`config.mk`:
```
export PLATFORM = sky130hd
export DESIGN_NAME = placer_req_driver_flat
export DESIGN_NICKNAME = d
export VERILOG_FILES = /design/src/rtl/placer_pkg.sv /design/src/rtl/placer_req_driver_if.sv /design/src/rtl/sync_fifo.sv /design/src/rtl/placer_req_driver.sv /design/src/flat_wrapper.sv
export SDC_FILE = /design/constraint.sdc
export NUM_CORES = 1
export LEC_CHECK = 0
export ABC_AREA = 1
export CORE_UTILIZATION = 30
export DETAILED_ROUTE_END_ITERATION = 10
export GPL_TIMING_DRIVEN = 0
export PLACE_DENSITY_LB_ADDON = 0.05
export SYNTH_ARGS = -nofsm -noshare
export SYNTH_HDL_FRONTEND = slang
export SYNTH_SLANG_ARGS = --single-unit
```
`constraint.sdc`:
```
create_clock -name clk_i -period 4.2 [get_ports clk_i]
set_clock_uncertainty 0.2 [all_clocks]
set_input_delay 0.84 -clock clk_i [delete_from_list [all_inputs] [get_ports clk_i]]
set_output_delay 0.84 -clock clk_i [all_outputs]
set_load 0.05 [all_outputs]
```
`src/rtl/placer_pkg.sv`:
```
// ============================================================
// placer_pkg : shared widths, idle code and request/response records
// Rev 1.0
// ============================================================
`default_nettype none

package placer_pkg;

  localparam int DIM_W       = 5;
  localparam int IDX_W       = 8;
  localparam int STRIKE_W    = 4;
  localparam int SLOT_CYCLES = 4;

  localparam logic [DIM_W-1:0] DIM_IDLE = '0;

  typedef struct packed {
    logic [DIM_W-1:0] height;
    logic [DIM_W-1:0] width;
  } place_req_t;

  typedef struct packed {
    logic [IDX_W-1:0]    x;
    logic [IDX_W-1:0]    y;
    logic [STRIKE_W-1:0] strike;
  } place_rsp_t;

  // A request with either dimension at the idle code can never be placed.
  function automatic logic dims_ok(input place_req_t r);
    return (r.height != DIM_IDLE) && (r.width != DIM_IDLE);
  endfunction

endpackage

`default_nettype wire

```
`src/rtl/placer_req_driver_if.sv`:
```
// ============================================================
// placer_req_driver_if : request/response streams and placer-side bus
// Rev 1.0
// ============================================================
`default_nettype none

interface placer_req_driver_if;
  import placer_pkg::*;

  logic                req_valid_i;
  logic                req_ready_o;
  logic [DIM_W-1:0]    req_height_i;
  logic [DIM_W-1:0]    req_width_i;
  logic [DIM_W-1:0]    height_o;
  logic [DIM_W-1:0]    width_o;
  logic [IDX_W-1:0]    index_x_i;
  logic [IDX_W-1:0]    index_y_i;
  logic [STRIKE_W-1:0] strike_i;
  logic                rsp_valid_o;
  logic                rsp_ready_i;
  logic [IDX_W-1:0]    rsp_index_x_o;
  logic [IDX_W-1:0]    rsp_index_y_o;
  logic [STRIKE_W-1:0] rsp_strike_o;
  logic                bad_req_o;

  modport slave (
    input  req_valid_i, req_height_i, req_width_i,
    input  index_x_i, index_y_i, strike_i, rsp_ready_i,
    output req_ready_o, height_o, width_o,
    output rsp_valid_o, rsp_index_x_o, rsp_index_y_o, rsp_strike_o, bad_req_o
  );

  modport master (
    output req_valid_i, req_height_i, req_width_i,
    output index_x_i, index_y_i, strike_i, rsp_ready_i,
    input  req_ready_o, height_o, width_o,
    input  rsp_valid_o, rsp_index_x_o, rsp_index_y_o, rsp_strike_o, bad_req_o
  );

endinterface

`default_nettype wire

```
`src/rtl/sync_fifo.sv`:
```
// ============================================================
// sync_fifo : valid/ready FIFO, no pass-through, head reads zero after reset
// Rev 1.0
// ============================================================
`default_nettype none

module sync_fifo #(
  parameter int WIDTH = 8,
  parameter int DEPTH = 4
) (
  input  logic             clk_i,
  input  logic             rst_i,
  input  logic             in_valid_i,
  output logic             in_ready_o,
  input  logic [WIDTH-1:0] in_data_i,
  output logic             out_valid_o,
  input  logic             out_ready_i,
  output logic [WIDTH-1:0] out_data_o
);

  localparam int PTR_W = (DEPTH > 1) ? $clog2(DEPTH) : 1;
  localparam int CNT_W = $clog2(DEPTH + 1);

  logic [WIDTH-1:0] mem_q [DEPTH];
  logic [PTR_W-1:0] wr_ptr_q;
  logic [PTR_W-1:0] rd_ptr_q;
  logic [CNT_W-1:0] count_q;
  logic             w_push;
  logic             w_pop;

  function automatic logic [PTR_W-1:0] ptr_inc(input logic [PTR_W-1:0] p);
    return (p == PTR_W'(DEPTH - 1)) ? '0 : p + 1'b1;
  endfunction

  assign in_ready_o  = (count_q != CNT_W'(DEPTH));
  assign out_valid_o = (count_q != '0);
  assign out_data_o  = mem_q[rd_ptr_q];
  assign w_push      = in_valid_i & in_ready_o;
  assign w_pop       = out_valid_o & out_ready_i;

  always_ff @(posedge clk_i or negedge rst_i) begin
    if (!rst_i) begin
      wr_ptr_q <= '0;
      rd_ptr_q <= '0;
      count_q  <= '0;
      for (int i = 0; i < DEPTH; i++) mem_q[i] <= '0;
    end else begin
      if (w_push) begin
        mem_q[wr_ptr_q] <= in_data_i;
        wr_ptr_q        <= ptr_inc(wr_ptr_q);
      end
      if (w_pop) rd_ptr_q <= ptr_inc(rd_ptr_q);
      case ({w_push, w_pop})
        2'b10:   count_q <= count_q + 1'b1;
        2'b01:   count_q <= count_q - 1'b1;
        default: count_q <= count_q;
      endcase
    end
  end

endmodule

`default_nettype wire

```
`src/rtl/placer_req_driver.sv`:
```
// ============================================================
// placer_req_driver : feeds requests to the placer on its slot cadence
//                     and collects the results in issue order
// Rev 1.0
// ============================================================
`default_nettype none

module placer_req_driver
  import placer_pkg::*;
#(
  parameter int DEPTH   = 4,
  parameter int LATENCY = 8,
  parameter int SLOT    = SLOT_CYCLES
) (
  input  logic               clk_i,
  input  logic               rst_i,
  placer_req_driver_if.slave bus
);

  localparam int PH_W  = (SLOT > 1) ? $clog2(SLOT) : 1;
  localparam int CNT_W = $clog2(DEPTH + 1);

  place_req_t       w_req_in;
  place_req_t       w_req_head;
  place_rsp_t       w_rsp_in;
  place_rsp_t       w_rsp_head;
  logic             w_req_ready;
  logic             w_req_valid;
  logic             w_req_pop;
  logic             w_rsp_ready;
  logic             w_rsp_valid;
  logic             w_rsp_push;
  logic             w_rsp_pop;
  logic             w_issue_edge;
  logic             w_issue;
  logic             w_discard;

  logic [PH_W-1:0]    phase_q, phase_d;
  logic [LATENCY-1:0] sr_q, sr_d;
  logic [CNT_W-1:0]   outst_q, outst_d;
  logic [DIM_W-1:0]   height_q;
  logic [DIM_W-1:0]   width_q;
  logic               bad_req_q;

  assign w_req_in = '{height: bus.req_height_i, width: bus.req_width_i};
  assign w_rsp_in = '{x: bus.index_x_i, y: bus.index_y_i, strike: bus.strike_i};

  sync_fifo #(.WIDTH($bits(place_req_t)), .DEPTH(DEPTH)) u_req_fifo (
    .clk_i       (clk_i),
    .rst_i       (rst_i),
    .in_valid_i  (bus.req_valid_i & rst_i),
    .in_ready_o  (w_req_ready),
    .in_data_i   (w_req_in),
    .out_valid_o (w_req_valid),
    .out_ready_i (w_req_pop),
    .out_data_o  (w_req_head)
  );

  sync_fifo #(.WIDTH($bits(place_rsp_t)), .DEPTH(DEPTH)) u_rsp_fifo (
    .clk_i       (clk_i),
    .rst_i       (rst_i),
    .in_valid_i  (w_rsp_push & w_rsp_ready),
    .in_ready_o  (w_rsp_ready),
    .in_data_i   (w_rsp_in),
    .out_valid_o (w_rsp_valid),
    .out_ready_i (bus.rsp_ready_i),
    .out_data_o  (w_rsp_head)
  );

  // outst_q counts slots in flight plus responses still queued, so one
  // registered compare enforces the shared credit without a same-cycle path.
  assign w_issue_edge = (phase_q == PH_W'(SLOT - 1));
  assign w_issue      = w_issue_edge & w_req_valid & dims_ok(w_req_head)
                        & (outst_q < CNT_W'(DEPTH));
  assign w_discard    = w_req_valid & ~dims_ok(w_req_head);
  assign w_req_pop    = w_issue | w_discard;
  assign w_rsp_push   = sr_q[LATENCY-1];
  assign w_rsp_pop    = w_rsp_valid & bus.rsp_ready_i;

  always_comb begin
    phase_d = w_issue_edge ? '0 : phase_q + 1'b1;
    sr_d    = (sr_q << 1) | LATENCY'(w_issue);
    outst_d = outst_q;
    case ({w_issue, w_rsp_pop})
      2'b10:   outst_d = outst_q + 1'b1;
      2'b01:   outst_d = outst_q - 1'b1;
      default: outst_d = outst_q;
    endcase
  end

  always_ff @(posedge clk_i or negedge rst_i) begin
    if (!rst_i) begin
      phase_q   <= '0;
      sr_q      <= '0;
      outst_q   <= '0;
      height_q  <= DIM_IDLE;
      width_q   <= DIM_IDLE;
      bad_req_q <= 1'b0;
    end else begin
      phase_q   <= phase_d;
      sr_q      <= sr_d;
      outst_q   <= outst_d;
      bad_req_q <= bad_req_q | w_discard;
      if (w_issue_edge) begin
        height_q <= w_issue ? w_req_head.height : DIM_IDLE;
        width_q  <= w_issue ? w_req_head.width  : DIM_IDLE;
      end
    end
  end

  assign bus.req_ready_o   = w_req_ready & rst_i;
  assign bus.height_o      = height_q;
  assign bus.width_o       = width_q;
  assign bus.rsp_valid_o   = w_rsp_valid;
  assign bus.rsp_index_x_o = w_rsp_head.x;
  assign bus.rsp_index_y_o = w_rsp_head.y;
  assign bus.rsp_strike_o  = w_rsp_head.strike;
  assign bus.bad_req_o     = bad_req_q;

endmodule

`default_nettype wire

```
`src/flat_wrapper.sv`:
```
// flat-port wrapper written by rule: the top's interface ports become plain ports
module placer_req_driver_flat import placer_pkg::*;
#(
  parameter int DEPTH   = 4,
  parameter int LATENCY = 8,
  parameter int SLOT    = SLOT_CYCLES
)
  (clk_i, rst_i, bus_req_valid_i, bus_req_height_i, bus_req_width_i, bus_index_x_i, bus_index_y_i, bus_strike_i, bus_rsp_ready_i, bus_req_ready_o, bus_height_o, bus_width_o, bus_rsp_valid_o, bus_rsp_index_x_o, bus_rsp_index_y_o, bus_rsp_strike_o, bus_bad_req_o);
  placer_req_driver_if bus_i ();
  input  logic clk_i;
  input  logic rst_i;
  input wire logic [$bits(bus_i.req_valid_i)-1:0] bus_req_valid_i;
  input wire logic [$bits(bus_i.req_height_i)-1:0] bus_req_height_i;
  input wire logic [$bits(bus_i.req_width_i)-1:0] bus_req_width_i;
  input wire logic [$bits(bus_i.index_x_i)-1:0] bus_index_x_i;
  input wire logic [$bits(bus_i.index_y_i)-1:0] bus_index_y_i;
  input wire logic [$bits(bus_i.strike_i)-1:0] bus_strike_i;
  input wire logic [$bits(bus_i.rsp_ready_i)-1:0] bus_rsp_ready_i;
  output wire logic [$bits(bus_i.req_ready_o)-1:0] bus_req_ready_o;
  output wire logic [$bits(bus_i.height_o)-1:0] bus_height_o;
  output wire logic [$bits(bus_i.width_o)-1:0] bus_width_o;
  output wire logic [$bits(bus_i.rsp_valid_o)-1:0] bus_rsp_valid_o;
  output wire logic [$bits(bus_i.rsp_index_x_o)-1:0] bus_rsp_index_x_o;
  output wire logic [$bits(bus_i.rsp_index_y_o)-1:0] bus_rsp_index_y_o;
  output wire logic [$bits(bus_i.rsp_strike_o)-1:0] bus_rsp_strike_o;
  output wire logic [$bits(bus_i.bad_req_o)-1:0] bus_bad_req_o;
  assign bus_i.req_valid_i = bus_req_valid_i;
  assign bus_i.req_height_i = bus_req_height_i;
  assign bus_i.req_width_i = bus_req_width_i;
  assign bus_i.index_x_i = bus_index_x_i;
  assign bus_i.index_y_i = bus_index_y_i;
  assign bus_i.strike_i = bus_strike_i;
  assign bus_i.rsp_ready_i = bus_rsp_ready_i;
  assign bus_req_ready_o = bus_i.req_ready_o;
  assign bus_height_o = bus_i.height_o;
  assign bus_width_o = bus_i.width_o;
  assign bus_rsp_valid_o = bus_i.rsp_valid_o;
  assign bus_rsp_index_x_o = bus_i.rsp_index_x_o;
  assign bus_rsp_index_y_o = bus_i.rsp_index_y_o;
  assign bus_rsp_strike_o = bus_i.rsp_strike_o;
  assign bus_bad_req_o = bus_i.bad_req_o;
  placer_req_driver #(.DEPTH(DEPTH), .LATENCY(LATENCY), .SLOT(SLOT)) u_core (.clk_i(clk_i), .rst_i(rst_i), .bus(bus_i));
endmodule
```
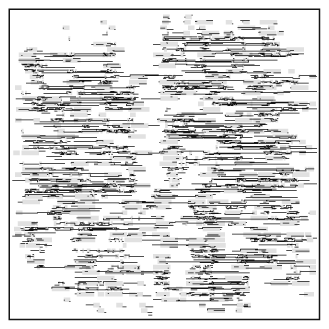
Fig. 1. The metal 1 layer (run 1).
Drawn at 2 px/um.
The layer holds 44% of the routed length. The wires run mostly horizontal. The layer carries 8680 um of wire. The longest straight run is 42.8 um. 864 nets have wire on it.
wire length after detailed routing: 19.5 mm
met1 capacity usage during global routing: 21.6%
total via count in the routed design: 5523

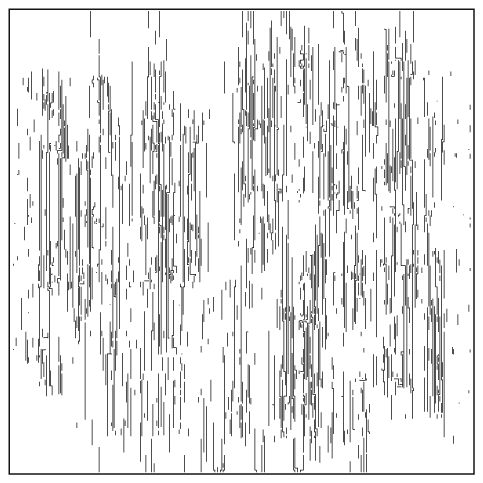
Fig. 2. M2 wires (run 1).
Drawn at 3 px/um.
706 nets have wire on it. The wires run mostly vertical.
met2 routing resource usage after global routing: 30.6%

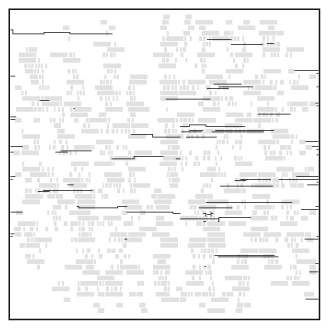
Fig. 3. The metal 3 layer (run 1).
Drawn at 2 px/um.
The longest straight run is 43.0 um. The layer carries 780 um of wire. The wires run mostly horizontal. The layer holds 4.0% of the routed length. 55 nets have wire on it.
met3 Use GR: 3.28%

==> flow_summary_export.csv, run 1 <==
group,metric,value,unit
setup_path,end_kind,"output pin",
pwr,share_comb_of_total_power,43.4,%
setup_path,crit_path_end,"bus_req_ready_o",
logic_synthesis,ys_area,0.00697,mm^2
global_routing,grt_start_max_net_pins,109,
floorplan,die_y,154,um
final_layout,fillCellCount,2320,
logic_synthesis,synth-xor-area-share,0.754,%
final_timing,worst_pin_slew,654,ps
setup_path,number_of_stages_on_the_worst_setup_path,5,
status,status,"finished clean",
cts,insertion_delay,420,ps
logic_synthesis,number_of_warnings_printed_during_yosys_synthesis,0,
cts,clk_transition_reported_paths,70,ps
pwr,p_total,7.44,mW
final_layout,layout.core_utilization,38.1,%
pwr,power.share.sequential,34.3,%
pwr,power_top_consumer,"combinational cells",
logic_synthesis,top_cells_by_count,"nand2_1 (201), dfrtp_1 (158), o21ai_0 (149)",
logic_synthesis,postSynthRegisterBits,158,
final_layout,layoutNonFillerInstCount,1175,
floorplan,core.rowCount,55,
logic_synthesis,synth_largest_type_area_fraction,56.8,%
logic_synthesis,synth-adder-area-share,3.38,%
final_layout,num-multi-input-gates,516,
cts,cts_hold_repair.buffers,0,
logic_synthesis,yosys.stat.seqShare,56.8,%
detailed_routing,route.met2.wl,9.88,mm
cts,cts_tree,"done",
final_timing,fin_worst_hold_slack,108,ps
final_layout,comb_area,0.00251,mm^2
hold_path,timing.hold.worst.class,"input pin to async pin",
detailed_routing,maxUsedRoutingLayer,"met4",
final_layout,area_delta_synth_final,24.1,%
pwr,clock_power,1.66,mW
floorplan,core_region_area,0.0227,mm^2
detailed_routing,route.detailed.vias_per_inst,4.70,
final_layout,clock_tree_area_fraction,7.31,%
floorplan,i_o_pins,67,
logic_synthesis,ys.flop_type,"dfrtp_1",
pwr,clkPwrFrac,22.3,%
global_routing,globalRoute.totalOverflow,0,
detailed_routing,avgRoutedWirePerCell,16.6,um
cts,cts-resized-gates,0,
detailed_routing,met3_wirelength,779,um
pwr,power_density,860,mW/mm^2
logic_synthesis,async_set_or_reset_register_ratio_after_synthesis,100,%
cts,cts.root.buffer_cell,"clkbuf_16",
placement,dpl.hpwl,12.5,mm
final_layout,nNonClkBuffers,110,
final_layout,inverters_excl_clock,74,
logic_synthesis,synthesis.area,0.00697,mm^2
pwr,switching_share,42.1,%
logic_synthesis,synth-compound-area-share,15.4,%
final_timing,final_critical_path_setup_slack,292,ps
## Run 2: what changed since run 1
Settings changed: CELL_PAD_IN_SITES_DETAIL_PLACEMENT set to 0, CELL_PAD_IN_SITES_GLOBAL_PLACEMENT set to 1.
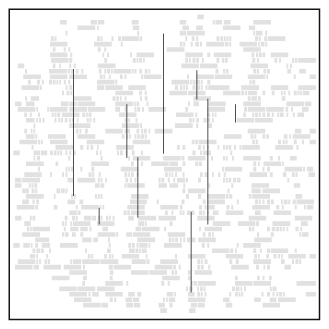
Fig. 4. Met4 routing (run 2).
Drawn at 2 px/um.
4 nets have wire on it. The longest straight run is 63.2 um. The layer holds 1.6% of the routed length. The wires run mostly vertical. The layer carries 314 um of wire.
wire length after detailed routing: 19.6 mm
total via count in the routed design: 5593

==> run 2 against run 1 <==
  * Sequential share of layout area increased by 0.093 points
  * Global-route usage decreased by 0.051 points
  * Utilization decreased by 0.077 points
  * Power decreased by 0.62%
  * Final cell count unchanged
  * Combinational power about the same
  * Highest routed layer unchanged
==> flow_summary_export.csv, run 2 <==
group,metric,value,unit
status,status,"finished clean",
setup_path,rrSetupSlack,1120,ps
pwr,share_comb_of_total_power,43.6,%
cts,insertion_delay,430,ps
final_layout,comb-cell-share,29.1,%
detailed_routing,met3_wirelength,582,um
setup_path,critPathTopFamily,"buffers and inverters",
detailed_routing,avgRoutedWirePerCell,16.6,um
pwr,p_total,7.39,mW
global_routing,vias_in_the_first_global_route,5727,
final_timing,fin_worst_hold_slack,108,ps
hold_path,timing.hold.worst.class,"input pin to async pin",
pwr,clock_power,1.61,mW
cts,cts_tree,"done",
pwr,power_density,856,mW/mm^2
logic_synthesis,synth_cells,791,
global_routing,groute.layer.met3.usage,2.91,%
floorplan,floorplanUtilization,30.7,%
cts,cts.root.buffer_cell,"clkbuf_16",
global_routing,globalRoute.totalOverflow,0,
detailed_routing,route.met2.wl,9.97,mm
final_timing,final_critical_path_setup_slack,316,ps
logic_synthesis,ys_area,0.00697,mm^2
final_layout,num-multi-input-gates,516,
logic_synthesis,async_set_or_reset_register_ratio_after_synthesis,100,%
logic_synthesis,top_cells_by_count,"nand2_1 (201), dfrtp_1 (158), o21ai_0 (149)",
final_layout,inverters_excl_clock,74,
global_routing,grt_start_max_net_pins,109,
logic_synthesis,synth-xor-area-share,0.754,%
final_layout,nNonClkBuffers,110,
placement,detailedPlace.worstSlack,252,ps
pwr,clkPwrFrac,21.8,%
logic_synthesis,synth_largest_type_area_fraction,56.8,%
pwr,power_top_consumer,"combinational cells",
final_timing,maxSlewViolCount,0,
final_layout,layoutNonFillerInstCount,1175,
setup_path,number_of_stages_on_the_worst_setup_path,5,
logic_synthesis,synthesis.area,0.00697,mm^2
cts,clk_transition_reported_paths,70,ps
cts,cts_hold_repair.buffers,0,
final_layout,layout.core_utilization,38.0,%
setup_path,r2r-start,"u_core.u_req_fifo.rd_ptr_q[0]",
logic_synthesis,number_of_warnings_printed_during_yosys_synthesis,0,
setup_path,crit_path_end,"bus_req_ready_o",
floorplan,core_region_area,0.0227,mm^2
placement,dpl.hpwl,12.6,mm
global_routing,antenna_found_initial,0,
final_layout,comb_area,0.00251,mm^2
pwr,power.share.sequential,34.5,%
floorplan,die_y,154,um
logic_synthesis,postSynthRegisterBits,158,
final_timing,setup_repair_after_global_routing_missed_its_margin,"no",
pwr,switching_share,42.8,%
logic_synthesis,synth_top_cell_by_area,"dfrtp_1",
detailed_routing,route.detailed.vias_per_inst,4.76,
final_timing,worst_pin_slew,654,ps
logic_synthesis,synth-compound-area-share,15.4,%
floorplan,core.rowCount,55,
cts,cts_made_buffers,17,
final_layout,fillCellCount,2300,
floorplan,i_o_pins,67,
cts,cts-resized-gates,0,
global_routing,met1_usage,21.9,%
floorplan,taps,285,
logic_synthesis,synth-adder-area-share,3.38,%
detailed_routing,maxUsedRoutingLayer,"met4",
final_layout,clock_tree_area_fraction,7.12,%
logic_synthesis,yosys.stat.seqShare,56.8,%
setup_path,max_fanout_on_critical_path,108,
logic_synthesis,distinct_cell_type_count_of_the_synthesized_netlist,26,
setup_path,end_kind,"output pin",
final_layout,area_delta_synth_final,23.9,%
logic_synthesis,ys.flop_type,"dfrtp_1",
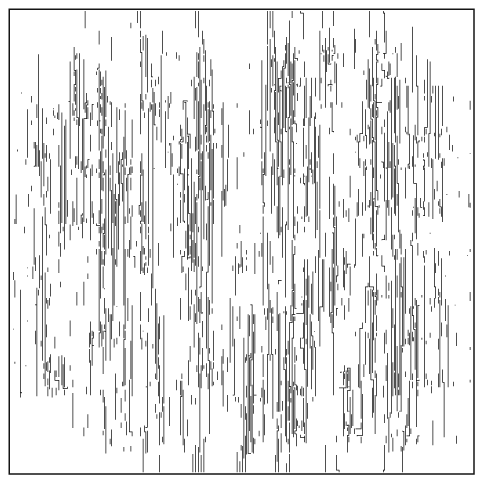
Fig. 5. M2 wires (run 2).
Drawn at 3 px/um.
The layer carries 9970 um of wire. The layer holds 51% of the routed length. 717 nets have wire on it.
met2 routing resource usage after global routing: 30.1%

## Run 3: what changed since run 2
Settings changed: CTS_CLUSTER_DIAMETER set to 120.
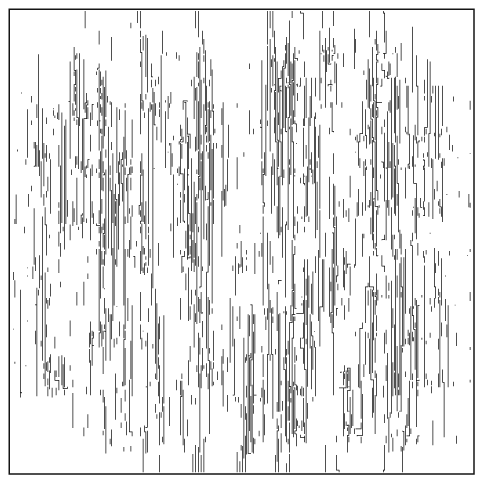
Fig. 6. M2 wires (run 3).
Drawn at 3 px/um.
717 nets have wire on it. The layer carries 9970 um of wire. The longest straight run is 61.2 um.

==> run 3 against run 2 <==
  * Synthesized cell count unchanged
  * Die area unchanged
  * Maximum frequency unchanged
  * Clock power about the same
  * Critical path type unchanged
==> flow_summary_export.csv, run 3 <==
group,metric,value,unit
logic_synthesis,topCellsByArea,"dfrtp_1 (57%), nand2_1 (11%), o21ai_0 (11%), inv_1 (3.7%), nor2_1 (2.6%)",
detailed_routing,route.detailed.vias_per_inst,4.76,
pwr,switching_share,42.8,%
detailed_routing,route.vias.total,5593,
final_layout,lay_top_cells,"nand2_1 (201), dfrtp_1 (158), o21ai_0 (149)",
floorplan,taps,285,
cts,cts.root.buffer_cell,"clkbuf_16",
logic_synthesis,distinct_cell_type_count_of_the_synthesized_netlist,26,
detailed_routing,maxUsedRoutingLayer,"met4",
global_routing,vias_in_the_first_global_route,5727,
logic_synthesis,ys_area,0.00697,mm^2
pwr,clock_power,1.61,mW
global_routing,grt_start_max_net_pins,109,
logic_synthesis,synth_largest_type_area_fraction,56.8,%
final_layout,nNonClkBuffers,110,
final_timing,final_critical_path_setup_slack,316,ps
detailed_routing,avgRoutedWirePerCell,16.6,um
placement,dpl.hpwl,12.6,mm
final_layout,comb_area,0.00251,mm^2
logic_synthesis,ys_cells,791,
global_routing,antenna_found_initial,0,
final_layout,reg_top3,"u_core.u_rsp_fifo.mem_q x80, u_core.u_req_fifo.mem_q x40, u_core.sr_q x8",
final_timing,fin_worst_hold_slack,108,ps
pwr,power.share.sequential,34.5,%
pwr,p_total,7.39,mW
floorplan,die_y,154,um
status,status,"finished clean",
cts,clk_transition_reported_paths,70,ps
logic_synthesis,synth_cells,791,
detailed_routing,wirelength_met1,8.70,mm
logic_synthesis,synth_top_cell_by_area,"dfrtp_1",
logic_synthesis,top_cells_by_count,"nand2_1 (201), dfrtp_1 (158), o21ai_0 (149)",
logic_synthesis,synth-xor-area-share,0.754,%
floorplan,i_o_pins,67,
logic_synthesis,synth-compound-area-share,15.4,%
global_routing,met1_usage,21.9,%
setup_path,rrSetupSlack,1120,ps
detailed_routing,drt_wl_total,19.6,mm
final_timing,setup_repair_after_global_routing_missed_its_margin,"no",
setup_path,crit_path_end,"bus_req_ready_o",
final_layout,regArea,0.00395,mm^2
setup_path,max_fanout_on_critical_path,108,
global_routing,globalRoute.totalOverflow,0,
logic_synthesis,synth-adder-area-share,3.38,%
final_layout,non_clock_buffer_area_share,10.6,%
final_layout,num-multi-input-gates,516,
global_routing,grt.met2_usage,30.1,%
setup_path,critPathTopFamily,"buffers and inverters",
setup_path,r2r-start,"u_core.u_req_fifo.rd_ptr_q[0]",
logic_synthesis,postSynthRegisterBits,158,
cts,cts_max_level,4,
final_layout,fillCellCount,2300,
detailed_routing,met3_wirelength,582,um
cts,cts_made_buffers,17,
pwr,clkPwrFrac,21.8,%
pwr,share_comb_of_total_power,43.6,%
floorplan,core_region_area,0.0227,mm^2
cts,cts-resized-gates,0,
cts,cts_hold_repair.buffers,0,
final_layout,largest_register_ff_count,80,
floorplan,core.rowCount,55,
final_timing,maxSlewViolCount,0,
hold_path,timing.hold.worst.class,"input pin to async pin",
setup_path,end_kind,"output pin",
final_layout,layout.core_utilization,38.0,%
final_layout,area_delta_synth_final,23.9,%
cts,cts_tree,"done",
logic_synthesis,yosys.stat.seqShare,56.8,%
pwr,power_density,856,mW/mm^2
detailed_routing,route.met2.wl,9.97,mm
logic_synthesis,ys.flop_type,"dfrtp_1",
final_layout,registers.top_by_ff_count,"u_core.u_rsp_fifo.mem_q",
final_layout,layoutNonFillerInstCount,1175,
logic_synthesis,synthesis.area,0.00697,mm^2
setup_path,number_of_stages_on_the_worst_setup_path,5,
final_layout,inverters_excl_clock,74,
logic_synthesis,number_of_warnings_printed_during_yosys_synthesis,0,
floorplan,floorplanUtilization,30.7,%
global_routing,groute.layer.met3.usage,2.91,%
cts,cts_sinks,158,
cts,insertion_delay,430,ps
placement,detailedPlace.worstSlack,252,ps
pwr,power_top_consumer,"combinational cells",
final_layout,comb-cell-share,29.1,%
final_layout,clock_tree_area_fraction,7.12,%
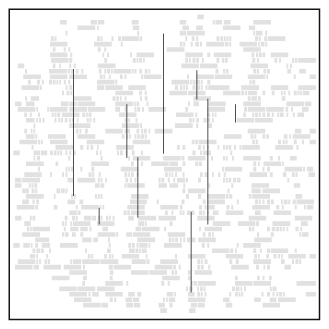
Fig. 7. Met4 routing (run 3).
Drawn at 2 px/um.
4 nets have wire on it. The wires run mostly vertical.

Power and IR drop assume default switching activity.
